$ cat src/rtl/md_stall_ctrl_pkg.sv
// Shared definitions for the multiply/divide stall controller and the MD datapath.
package md_stall_ctrl_pkg;

  // MD unit occupancy state
  typedef enum logic [1:0] {
    MD_IDLE = 2'd0,
    MD_MUL  = 2'd1,
    MD_DIV  = 2'd2
  } md_state_e;

  // Default occupancy latencies; the MD datapath uses the same values so both agree
  localparam int MULT_LAT_DEF = 5;
  localparam int DIV_LAT_DEF  = 10;

endpackage

$ cat src/rtl/md_busy_timer.sv
// Tracks the busy window of an in-flight mult/div: state, down-counter,
// one-cycle completion pulse and a sticky start-while-busy error flag.
module md_busy_timer
  import md_stall_ctrl_pkg::*;
#(
  parameter int MULT_LAT = MULT_LAT_DEF,
  parameter int DIV_LAT  = DIV_LAT_DEF
) (
  input  logic clk,
  input  logic reset,
  input  logic start_i,
  input  logic is_div_i,
  output logic busy_o,
  output logic done_o,
  output logic err_o
);

  localparam int CNT_W = $clog2(DIV_LAT + 1);

  md_state_e        state_q;
  logic [CNT_W-1:0] cnt_q;
  logic             done_q;
  logic             err_q;

  // Occupancy FSM: load latency on start, count down, pulse done on the cycle after the last busy cycle
  always_ff @(posedge clk) begin
    if (!reset) begin
      state_q <= MD_IDLE;
      cnt_q   <= '0;
      done_q  <= 1'b0;
      err_q   <= 1'b0;
    end else begin
      done_q <= 1'b0;
      case (state_q)
        MD_IDLE: begin
          if (start_i) begin
            if (is_div_i) begin
              state_q <= MD_DIV;
              cnt_q   <= CNT_W'(DIV_LAT);
            end else begin
              state_q <= MD_MUL;
              cnt_q   <= CNT_W'(MULT_LAT);
            end
          end
        end
        MD_MUL, MD_DIV: begin
          // A start while occupied is dropped; the running operation is left untouched
          if (start_i) begin
            err_q <= 1'b1;
          end
          if (cnt_q == CNT_W'(1)) begin
            state_q <= MD_IDLE;
            cnt_q   <= '0;
            done_q  <= 1'b1;
          end else begin
            cnt_q <= cnt_q - CNT_W'(1);
          end
        end
        default: begin
          state_q <= MD_IDLE;
          cnt_q   <= '0;
        end
      endcase
    end
  end

  assign busy_o = (state_q != MD_IDLE);
  assign done_o = done_q;
  assign err_o  = err_q;

endmodule

$ cat src/rtl/md_stall_ctrl.sv
// Pipeline stall controller: merges the hazard-unit data stall with the
// structural stall caused by the multi-cycle multiply/divide unit.
module md_stall_ctrl
  import md_stall_ctrl_pkg::*;
#(
  parameter int MULT_LAT = MULT_LAT_DEF,
  parameter int DIV_LAT  = DIV_LAT_DEF
) (
  input  logic clk,
  input  logic reset,
  input  logic Stall_Data,
  input  logic md_use_D,
  input  logic md_start_E,
  input  logic md_is_div_E,
  output logic disable_PC,
  output logic stall_IF_ID,
  output logic flash_ID_EX,
  output logic md_busy,
  output logic md_done,
  output logic md_err
);

  logic stall_md;
  logic stall_all;

  md_busy_timer #(
    .MULT_LAT (MULT_LAT),
    .DIV_LAT  (DIV_LAT)
  ) u_timer (
    .clk      (clk),
    .reset    (reset),
    .start_i  (md_start_E),
    .is_div_i (md_is_div_E),
    .busy_o   (md_busy),
    .done_o   (md_done),
    .err_o    (md_err)
  );

  // An MD-using instruction in ID waits while the unit is busy or is being started
  // this very cycle; the start term covers the cycle before busy rises.
  always_comb begin
    stall_md  = md_use_D & (md_busy | md_start_E);
    stall_all = Stall_Data | stall_md;
  end

  assign disable_PC  = stall_all;
  assign stall_IF_ID = stall_all;
  assign flash_ID_EX = stall_all;

endmodule

$ cat config.mk
export PLATFORM = sky130hd
export DESIGN_NAME = md_stall_ctrl
export DESIGN_NICKNAME = d
export VERILOG_FILES = /design/src/rtl/md_stall_ctrl_pkg.sv /design/src/rtl/md_busy_timer.sv /design/src/rtl/md_stall_ctrl.sv
export SDC_FILE = /design/constraint.sdc
export NUM_CORES = 1
export LEC_CHECK = 0
export CAP_MARGIN = 5
export CORE_AREA = 2 2 39 41
export DETAILED_ROUTE_END_ITERATION = 16
export DIE_AREA = 0 0 41 43
export MAX_ROUTING_LAYER = met4
export SLEW_MARGIN = 10
export SYNTH_ARGS = -nofsm -noshare
export SYNTH_HDL_FRONTEND = slang
export SYNTH_SLANG_ARGS = --single-unit
export TNS_END_PERCENT = 5
$ cat constraint.sdc
create_clock -name clk -period 2.15 [get_ports clk]
set_input_delay 0.645 -clock clk [delete_from_list [all_inputs] [get_ports clk]]
set_output_delay 0.645 -clock clk [all_outputs]
set_load 0.02 [all_outputs]
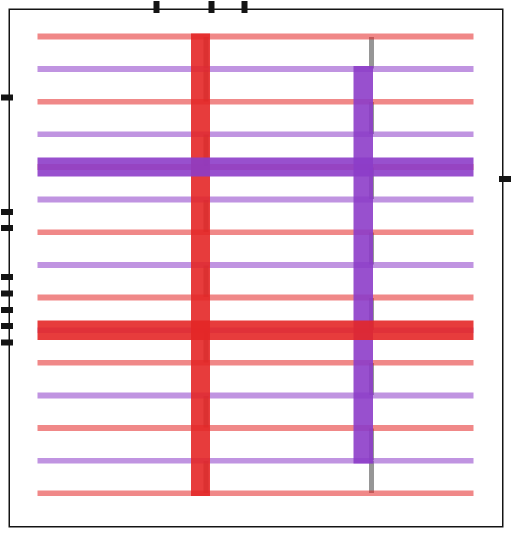
pdn.png
(12 px per µm) Pins as bars on the die edge. Tap cells in grey.
VDD: in purple. VSS: in red.
12 signal pins sit on the boundary. 2 straps on met4. 16 tap cells. 15 met1 rails follow the rows. 2 straps on met5.

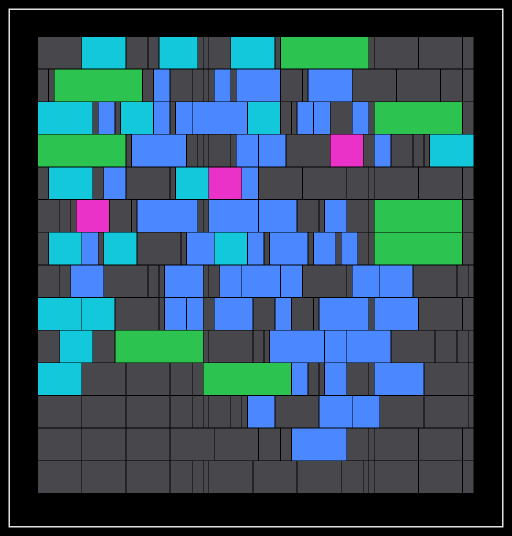
cell_classes.png
(12 px per µm) Fill, decap, tap and diode cells in grey.
all other logic: in blue, cells 50, share of their area 51%. cells driving clock nets: in magenta, cells 3, share of their area 3.4%. other buffers and delay cells: in cyan, cells 16, share of their area 21%. flip-flops: in green, cells 8, share of their area 24%.

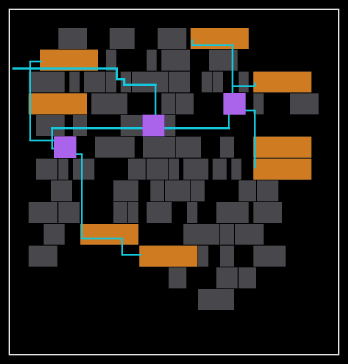
clock_map.png
(8 px per µm)
clock wires: in cyan, length 117 µm. flip-flops: in orange, count 8. cells driving clock nets: in purple, count 3.
There are 4 routed clock nets.

==> what timing repair did <==
action	in CTS	in global routing
setup buffers	0	0
gates cloned	0	0
resized	14	4
setup endpoints to repair	4	3
pin swaps	0	0
endpoints found under the hold margin	0	0
hold buffers	0	0
==> cell type report <==
type / count / area (µm²)
clock buffers: 3 / 22.52
fillers: 142 / 699.4
flip-flops and latches: 8 / 160.2
well taps: 16 / 20.02
inverters: 7 / 26.28
multi-input cells: 43 / 314.1
repair buffers: 16 / 141.4
==> final timing paths <==
| path | from | end |
|---|---|---|
| worst max-delay path | u_timer.state_q[1] | md_busy |
| worst min-delay path | u_timer.err_o | u_timer.err_o |
| worst max register to register | u_timer.cnt_q[1] | u_timer.cnt_q[0] |
| worst min register to register | u_timer.err_o | u_timer.err_o |
==> impl_metrics.tcl <==
# yosys + openroad results
set metrics [dict create \
    status "finished clean" \
    finalHoldViolCount 0 \
    clkSlewWorstSetupHoldPaths_ps 50 \
    grt-ovfl-total 0 \
    post-place-ws_ps -508.9 \
    die_h_um 43 \
    cts_tree "built" \
    rr_worst_depth 5 \
    fmax_ghz 0.4875 \
    met3WireLength_um 55 \
    ir_worst_vdd_mv 0.6041 \
    dr.pass1.iters 4 \
    p_seq_share_pct 29.9 \
    fp_util_pct 37.07 \
    post-route-period-util_pct 95.40 \
    top_area_share_pct 31.22 \
    clock_latency_ps 250 \
    via_per_inst 5.194 \
    worst_pin_slew_ps 313.3 \
    cpLargestDelayFamily "buffers and inverters" \
    ys_sh_mux_pct 3.902 \
    postLayoutCoreUtil_pct 49.46 \
    ys_sh_aoi_pct 18.54 \
    vias 483 \
    io_pins 12 \
    row_count 14 \
    yosys_cells 61 \
    drt-met1-wl_um 526 \
    synth.distinct_cells 27 \
    cts_max_level 1 \
    crit_arrival_ps 1410 \
]
